### config.mk
export PLATFORM = sky130hd
export DESIGN_NAME = fixed_point_differentiator
export DESIGN_NICKNAME = d
export VERILOG_FILES = /design/src/rtl/fixed_point_differentiator.sv
export SDC_FILE = /design/constraint.sdc
export NUM_CORES = 1
export LEC_CHECK = 0
export CORE_MARGIN = 4
export CORE_UTILIZATION = 50
export CTS_CLUSTER_DIAMETER = 60
export DETAILED_ROUTE_END_ITERATION = 8
export PLACE_DENSITY = 0.77
export RECOVER_POWER = 25
export SYNTH_ARGS = -nofsm -noshare
export SYNTH_HDL_FRONTEND = slang
export SYNTH_SLANG_ARGS = --single-unit
### constraint.sdc
create_clock -name clk -period 4.2 [get_ports clk]
set_clock_uncertainty 0.05 [all_clocks]
set_input_delay 0.84 -clock clk [delete_from_list [all_inputs] [get_ports clk]]
set_output_delay 0.84 -clock clk [all_outputs]
set_load 0.03 [all_outputs]
### src/rtl/fixed_point_differentiator.sv
// fixed_point_differentiator
// Streaming first-difference stage: y[n] = x[n] - x[n-1], signed fixed point,
// saturating. Valid/ready on both sides with one registered result slot, so a
// sample accepted at one edge presents its result right after that edge.
module fixed_point_differentiator #(
  parameter int WIDTH = 16,
  parameter int FRAC  = 8
) (
  input  logic             clk,
  input  logic             rst,
  input  logic             clear,
  input  logic             in_valid,
  output logic             in_ready,
  input  logic [WIDTH-1:0] in_data,
  output logic             out_valid,
  input  logic             out_ready,
  output logic [WIDTH-1:0] out_data,
  output logic             out_sat,
  output logic             sat_seen
);

  // The difference needs one guard bit above the sample: integer bits,
  // fraction bits, plus one. The binary point itself does not affect the math.
  localparam int IntBits = WIDTH - FRAC;
  localparam int DW      = IntBits + FRAC + 1;

  typedef enum logic {
    EMPTY  = 1'b0,
    PRIMED = 1'b1
  } state_t;

  state_t           state_q;
  logic [WIDTH-1:0] x_prev_q;
  logic             out_valid_q;
  logic [WIDTH-1:0] out_data_q;
  logic             out_sat_q;
  logic             sat_seen_q;

  logic             accept_d;
  logic [DW-1:0]    diff_d;
  logic             sat_hi_d;
  logic             sat_lo_d;
  logic [WIDTH-1:0] result_d;

  // Handshake, widened subtraction and clipping of the difference.
  always_comb begin
    in_ready = !clear && (!out_valid_q || out_ready);
    accept_d = in_valid && in_ready;
    diff_d   = {in_data[WIDTH-1], in_data} - {x_prev_q[WIDTH-1], x_prev_q};
    // Guard bit disagreeing with the top sample bit means the result left range.
    sat_hi_d = !diff_d[DW-1] &&  diff_d[WIDTH-1];
    sat_lo_d =  diff_d[DW-1] && !diff_d[WIDTH-1];
    result_d = diff_d[WIDTH-1:0];
    if (sat_hi_d) begin
      result_d = {1'b0, {(WIDTH-1){1'b1}}};
    end else if (sat_lo_d) begin
      result_d = {1'b1, {(WIDTH-1){1'b0}}};
    end
  end

  // Priming FSM, sample history and the registered result slot.
  always_ff @(posedge clk) begin
    if (rst) begin
      state_q     <= EMPTY;
      x_prev_q    <= '0;
      out_valid_q <= 1'b0;
      out_data_q  <= '0;
      out_sat_q   <= 1'b0;
      sat_seen_q  <= 1'b0;
    end else if (clear) begin
      // Flush history and drop any pending result; the offered sample is not taken.
      state_q     <= EMPTY;
      x_prev_q    <= '0;
      out_valid_q <= 1'b0;
      sat_seen_q  <= 1'b0;
    end else if (accept_d) begin
      x_prev_q <= in_data;
      case (state_q)
        EMPTY: begin
          // First sample only seeds the history; an old result may retire here.
          state_q     <= PRIMED;
          out_valid_q <= 1'b0;
        end
        default: begin
          out_valid_q <= 1'b1;
          out_data_q  <= result_d;
          out_sat_q   <= sat_hi_d || sat_lo_d;
          if (sat_hi_d || sat_lo_d) begin
            sat_seen_q <= 1'b1;
          end
        end
      endcase
    end else if (out_valid_q && out_ready) begin
      out_valid_q <= 1'b0;
    end
  end

  assign out_valid = out_valid_q;
  assign out_data  = out_data_q;
  assign out_sat   = out_sat_q;
  assign sat_seen  = sat_seen_q;

endmodule
Run 1, metal layers overlaid:
(8 px per µm) Two of the layers only.
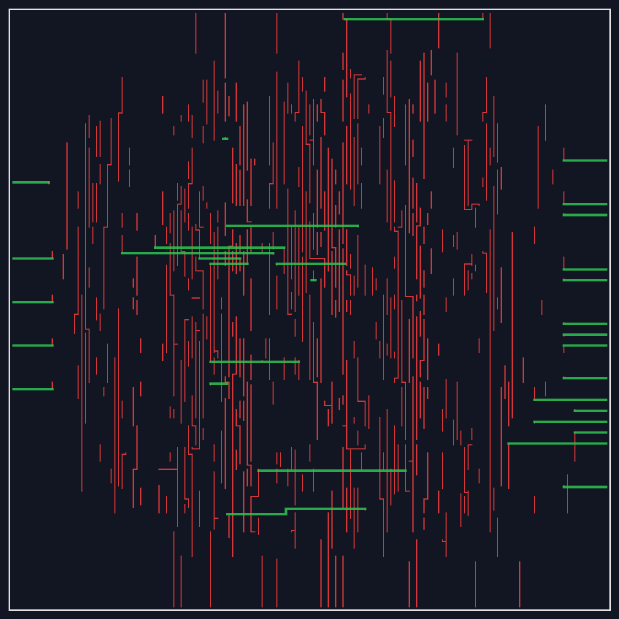
- metal 2: red (wire length 2330 µm)
- metal 3: green (wire length 251 µm)
Overall Global Routing Usage: 19.7%
average routed wire per standard cell: 13.3 µm
vias after detailed routing: 2084
total routed wirelength: 5110 µm

Run 1, cell density map:
(4 px per µm) The die is cut into 7 by 7 equal tiles; white is low, dark blue is high, 0 to 100% covered.
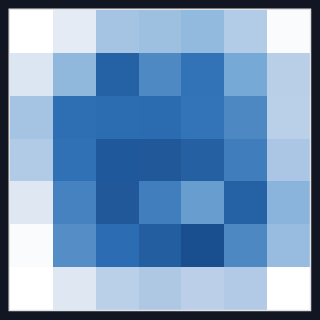
- fullest tile: 88%
- nearly empty tiles: 6.1%
- tiles over 75% full: 22%
total core area: 4350 µm²
Core Util, Final: 63.9%

Run 1, congestion heat map:
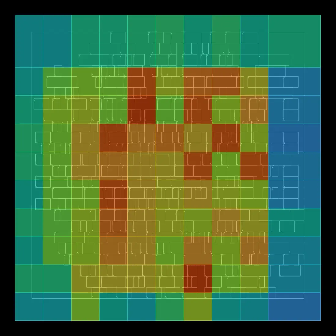
met2 track demand over resource: 31.6%
M1 GR Usage: 26.8%
met3 capacity usage during global routing: 4.01%
most utilized layer in the global route result: met2

Run 1, PDN straps and rails:
(6 px per µm) Pins as bars on the die edge.
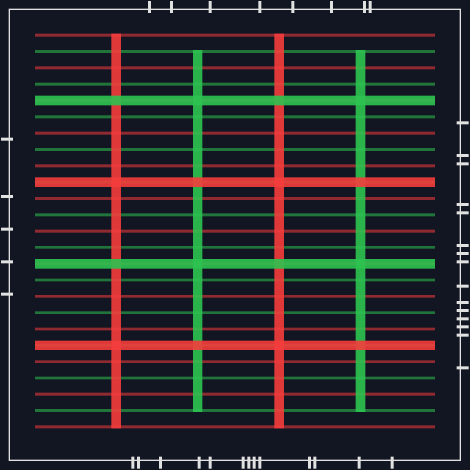
- VSS: red
- VDD: green
- met4 straps: 4
- signal pins: 41
- met5 straps: 4
Die Y: 74.9 µm
x dimension of the die: 74.9 µm
worst vdd ir: 0.000133 V

-- run 1: flip-flops by register name (all words and copies together), names as in the netlist --
register / count
state_q: 1
out_valid: 1
sat_seen: 1
out_sat: 1
x_prev_q: 16
out_data: 16
-- run 1: power by group --
| group | total, mW | internal [mW] | switching, mW |
|---|---|---|---|
| sequential | 0.351 | 0.347 | 0.00325 |
| clock | 0.250 | 0.116 | 0.134 |
| combinational | 0.184 | 0.0800 | 0.104 |
| total | 0.784 | 0.543 | 0.241 |
-- run 1: layer usage --
| metal | up-vias | track usage [%] | wire length (µm) |
|---|---|---|---|
| met5 | - | 0 | 0 |
| met2 | 40 | 31.6 | 2330 |
| met1 | 957 | 26.8 | 2440 |
| met4 | 0 | 5.93 | 84 |
| li1 | 1079 | - | - |
| met3 | 8 | 4.01 | 251 |
-- run 1: layout make-up --
| class | count | area, µm² | area share (%) |
|---|---|---|---|
| Sequential cell | 36 | 721 | 25.9 |
| Tap cell | 52 | 65.1 | 2.34 |
| Timing Repair Buffer | 45 | 438 | 15.7 |
| Inverter | 24 | 90.1 | 3.24 |
| Clock buffer | 5 | 68.8 | 2.47 |
| Clock inverter | 3 | 18.8 | 0.675 |
| Multi-Input combinational cell | 220 | 1380 | 49.6 |
-- run 1: worst paths after layout --
| kind | slack (ns) | cells past startpoint | end | startpoint |
|---|---|---|---|---|
| worst min register to register | 0.41 | 2 | x_prev_q[9] | x_prev_q[9] |
| worst max-delay path | 0.34 | 15 | out_data[6] | in_data[0] |
| worst max register to register | 1.09 | 12 | out_data[6] | x_prev_q[3] |
| worst min-delay path | 0.41 | 2 | x_prev_q[9] | x_prev_q[9] |
==> flow_summary.toml, run 1 <==
# yosys + openroad results
[run_status]
run_status = "finished clean"

[clock_network]
cts_tree = "yes"
clock_sinks = 36
clock_tree.root_cell = "sky130_fd_sc_hd__clkbuf_8"
clkTransAtPathRegs_ns = 0.08
cts-buffers-inserted = 5

[pwr]
p_per_area_nw_per_um2 = 282

[timing]
tns_ns = 0
hold_violations = 0
setup_viol = 0
max_fclk_mhz = 259
slew_headroom_pct = 24.9
finalWorstPathRequiredPeriod_ns = 3.86
finalHoldWorstSlack_ns = 0.405

[detailed_routing]
remaining_drc_errors = 0
drt_iter0_drc = 192

[critical_path]
crit_path_start_kind = "input pin"
cp.required_ns = 4.36
crit_buf_inv = 2
worstSetupPathType = "in2reg"
timing.critical_path.slowest_cell_delay_ns = 0.48

[synth]
post_synth_fa_ha_maj_area_fraction_pct = 10.9
yosys_area_um2 = 2240
postSynth.asyncResetShare_pct = 0
ys_sh_mux_pct = 1.34
synthesis.area_per_instance_um2 = 7.72
flops_out_of_synthesis = 36
synth_simple_gate_area_share_pct = 22.9
synth_cell_types = 48
syn_area_um2 = 2240

[min_path]
hold_path.class = "reg2reg"

[grt]
global_route_wire_length_before_repair_um = 8530
first_global_vias = 1906

[floorplan]
io_pins = 41
rows = 24

[cells_and_area]
mostFrequentLayoutCells = "sky130_fd_sc_hd__nand2_1 (42), sky130_fd_sc_hd__clkdlybuf4s50_1 (37), sky130_fd_sc_hd__dfxtp_1 (36)"

[placed_design]
place.port_buffers = 40
gpl_congestion = 0.865
Run 1, clock network drawn from the DEF:
(8 px per µm)
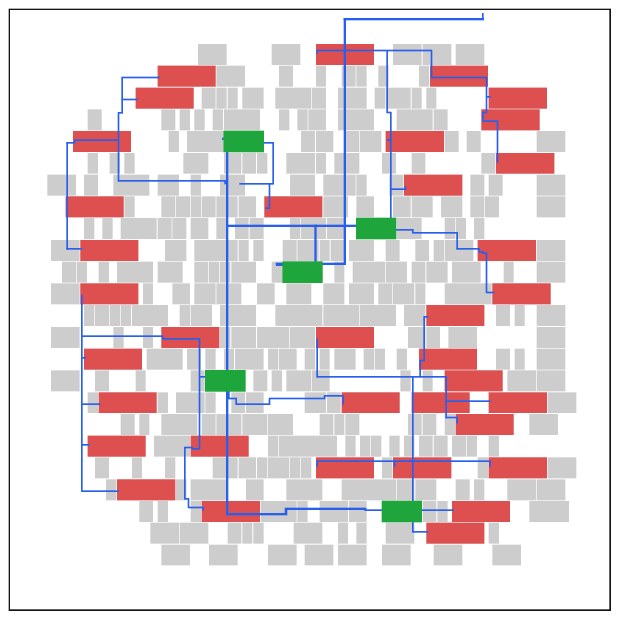

==> run 2: changes to the inputs <==
- CORE_MARGIN: 4 -> 10
- RECOVER_POWER: 25 -> 100
Run 2, clock network drawn from the DEF:
(6 px per µm)
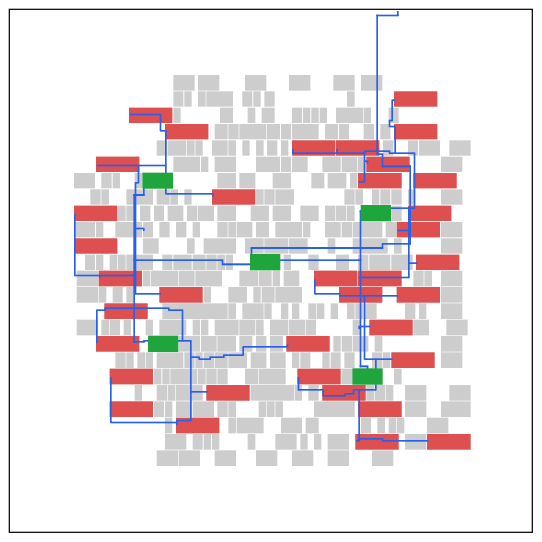
- flip-flops: red (count 36)
- clock drivers: green (count 5)
- clock wires: blue (length 508 µm)
- routed clock nets: 6
source-to-sink clock delay at the later pin of the worst-skew pair: 0.29 ns
reported clock group power: 303 µW
Clk pwr share: 36.3%

==> run 2 against run 1 <==
  * Count of clock-buffer cells in the layout up 1
  * Wire length rose by 7.5%
  * Critical path depth is the same
  * Die area is 35% higher
  * Combinational power barely moved
  * Sequential power barely moved
  * First-iteration DRC count is 41% lower
  * Cell area is 0.45% higher
  * Via count grew 0.86%
  * Highest routed layer unchanged
  * Synthesized area is the same
  * Maximum frequency is essentially flat
  * Register-to-register slack got worse by 0.10 ns
==> flow_summary.toml, run 2 <==
# yosys + openroad results
[run_status]
run_status = "finished clean"

[grt]
global_route_wire_length_before_repair_um = 9130
grtUsageMet3_pct = 3.46
use_met1_pct = 18.0
grt.busiest_layer = "met2"

[cells_and_area]
mostFrequentLayoutCells = "sky130_fd_sc_hd__nand2_1 (42), sky130_fd_sc_hd__dfxtp_1 (36), sky130_fd_sc_hd__nor2_1 (35)"
top_area_cell_class = "multi-input combinational cells"
area.share.sequential_pct = 25.8
clockBufferCount = 6
layout.sequential_cells = 36
num-multi-input-gates = 220
num-nonclk-inverters = 24
clk_share_pct = 3.85

[min_path]
hold-path-endpoint = "x_prev_q[5]"
worstHoldPathCells = 2

[critical_path]
crit_path_start_kind = "input pin"
reg2reg_depth = 15
critical_register_to_register_path_endpoint = "out_data[3]"
worstSetupPathType = "in2reg"

[detailed_routing]
remaining_drc_errors = 0
drt_iter0_drc = 114
via_count = 2102
met3_wire_length_um = 373
routed.top_layer = "met4"
wl_um = 5500

[pwr]
peakVddDrop_v = 0.000202

[timing]
max_fclk_mhz = 259
finalHoldWorstSlack_ns = 0.405
tns_ns = 0

[clock_network]
cts-buffers-inserted = 5
clock_sinks = 36

[floorplan]
rows = 24
chipWidth_um = 86.9
core_area_um2 = 4350

[placed_design]
gpl_congestion = 0.888

[synth]
yosys_area_um2 = 2240
## run 2: critical path, cell delays in order
cell,delay [ns]
sky130_fd_sc_hd__clkdlybuf4s50_1,0.43
sky130_fd_sc_hd__ha_1,0.38
sky130_fd_sc_hd__a21o_1,0.20
sky130_fd_sc_hd__a21oi_1,0.15
sky130_fd_sc_hd__nor2_1,0.08
sky130_fd_sc_hd__o41a_1,0.33
sky130_fd_sc_hd__a21oi_2,0.17
sky130_fd_sc_hd__nor2_2,0.07
sky130_fd_sc_hd__o221a_2,0.23
sky130_fd_sc_hd__ha_1,0.21
sky130_fd_sc_hd__nor2_1,0.14
sky130_fd_sc_hd__clkbuf_1,0.40
sky130_fd_sc_hd__o21ai_0,0.17
sky130_fd_sc_hd__o21ai_0,0.11
sky130_fd_sc_hd__nor2_1,0.06
## run 2: cells by family after synthesis
logic type               Yosys count  share of synthesized area (%)
flip-flops                        36                           32.2
multiplexers                       3                           1.34
adder cells (fa/ha/maj)           19                           10.9
buffers and inverters             34                           6.20
AND-OR/OR-AND                     78                           22.5
XOR/XNOR                          10                           3.91
AND/OR/NAND/NOR                  110                           22.9
## run 2: worst max-delay path by stage
stage	from	slack [ns]	endpoint	cells past startpoint
finish	in_data[7]	0.34	out_data[3]	15
global route	in_data[0]	0.01	out_data[11]	15
CTS	in_data[0]	0.39	out_data[11]	15
detailed placement	in_data[0]	0.09	out_data[11]	15
global placement	in_data[0]	0.20	out_data[11]	15
floorplan	in_data[0]	0.76	out_data[11]	15
## run 2: power breakdown
part	total, mW	switching [mW]	internal [mW]
clock	0.303	0.127	0.176
combinational	0.181	0.103	0.0781
sequential	0.351	0.00320	0.348
total	0.834	0.233	0.602
Run 2, cell density map:
(3 px per µm) The die is cut into 9 by 9 equal tiles; white is low, dark blue is high, 0 to 100% covered.
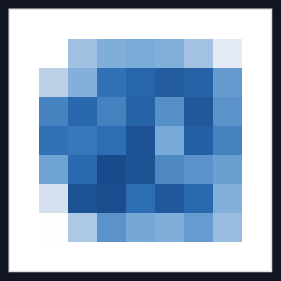

==> run 3: changes to the inputs <==
- RECOVER_POWER: 100 -> unset
Run 3, cell density map:
(3 px per µm) The die is cut into 9 by 9 equal tiles; white is low, dark blue is high, 0 to 100% covered.
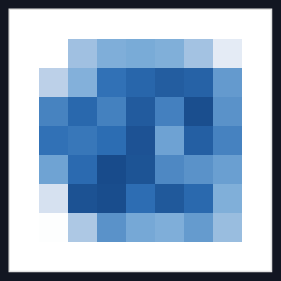
- mean over tiles: 36%
- tiles over 75% full: 21%
- fullest tile: 89%
- nearly empty tiles: 42%
floorplan core density: 51.4%
Core Util, Final: 64.5%

==> run 3 against run 2 <==
  * Utilization is 0.34 points higher
  * Combinational power is 2% higher
  * Sequential power hardly changed
  * Largest power group unchanged
  * Worst hold slack hardly changed
==> flow_summary.toml, run 3 <==
# yosys + openroad results
[run_status]
run_status = "finished clean"

[pwr]
peakVddDrop_v = 0.000201
clockPowerShare_pct = 36.2
largestPowerGroup = "registers"
pg_comb_uw = 185
p_per_area_nw_per_um2 = 299
switchingPower_uw = 234
power.share.switching_pct = 27.9
power.clock.total_uw = 303
internal_power_uw = 605

[critical_path]
timing.critical_path.slowest_stage_cell = "sky130_fd_sc_hd__clkdlybuf4s50_1"
cp_top_family = "AND-OR/OR-AND gates"
critical_register_to_register_path_endpoint = "out_data[11]"
cp.required_ns = 4.36
reg2reg_depth = 12
worstPathCellList = "clkdlybuf4s50_1 > inv_1 > ha_1 > fa_1 > nor2b_1 > o21ai_2 > a21oi_1 > or3_4 > a21oi_2 > nor2_2 > o221ai_1 > ha_1 > a21oi_1 > o211ai_1 > a311oi_1"

[synth]
postSynth.asyncResetShare_pct = 0
flops_out_of_synthesis = 36
syn_area_um2 = 2240

[clock_network]
cts_tree = "yes"
clkTransAtPathRegs_ns = 0.07
clock_tree.root_cell = "sky130_fd_sc_hd__clkbuf_8"
clk-insertion-delay-late_ns = 0.29

[detailed_routing]
detailroute.wirelength.met2_um = 2510
routed_wire_length_per_instance_um = 14.3
via_count = 2087
wl_um = 5510

[grt]
grt.busiest_layer = "met2"
grtUsageMet3_pct = 3.46
track_usage_pct = 14.7
use_met1_pct = 18.0

[min_path]
hp-start = "x_prev_q[8]"
hold-path-endpoint = "x_prev_q[8]"
worstHoldPathCells = 2
hold_path.class = "reg2reg"

[floorplan]
io_pins = 41
rows = 24

[cells_and_area]
final-seq-area_um2 = 721

[timing]
max_fclk_mhz = 261
hold_violations = 0
slew_headroom_pct = 61.4
run 3: cell counts after synthesis:
No cell type changed its count.
run 3: worst max-delay path by stage:
stage | startpoint | endpoint | slack [ns] | depth (start not counted)
finish | in_data[0] | out_data[11] | 0.37 | 15
global route | in_data[0] | out_data[11] | 0.01 | 15
CTS | in_data[0] | out_data[11] | 0.39 | 15
detailed placement | in_data[0] | out_data[11] | 0.09 | 15
global placement | in_data[0] | out_data[11] | 0.20 | 15
floorplan | in_data[0] | out_data[11] | 0.76 | 15
run 3: worst min-delay path: cells and delay by family (launching register included):
kind / cells / cell delay (ns)
AOI/OAI and AO/OA: 1 / 0.05
DFF: 1 / 0.31
and+or+nand+nor: 1 / 0.05
run 3: through the flow:
step	worst slack (ns)	utilization [%]	std cells	instance area, µm²	hold WS [ns]
global route	0.0120	64.5	386	2810	0.419
finish	0.367	64.5	386	2810	0.405
CTS	0.392	64.5	386	2810	0.407
floorplan	0.760	-	290	2240	0.386
global placement	0.197	62.0	378	2700	0.392
detailed placement	0.0865	62.0	378	2700	0.396
run 3: cell type report:
cell class / instances / area share, %
Clock inverter: 2 / 1.25
Timing Repair Buffer: 46 / 15.9
Sequential cell: 36 / 25.7
Clock buffer: 6 / 2.58
Inverter: 24 / 3.21
Tap cell: 52 / 2.32
Multi-Input combinational cell: 220 / 49.1
run 3: cells by family (layout without fill, tap and decap cells):
family / Yosys count / in the layout / synth area share (%)
buffers and inverters: 34 / 78 / 6.20
AND-OR/OR-AND: 78 / 78 / 22.5
AND/OR/NAND/NOR: 110 / 110 / 22.9
XOR/XNOR: 10 / 10 / 3.91
multiplexers: 3 / 3 / 1.34
adder cells (fa/ha/maj): 19 / 19 / 10.9
flip-flops: 36 / 36 / 32.2
No activity file was given, so power comes from the tool's default toggle rates.
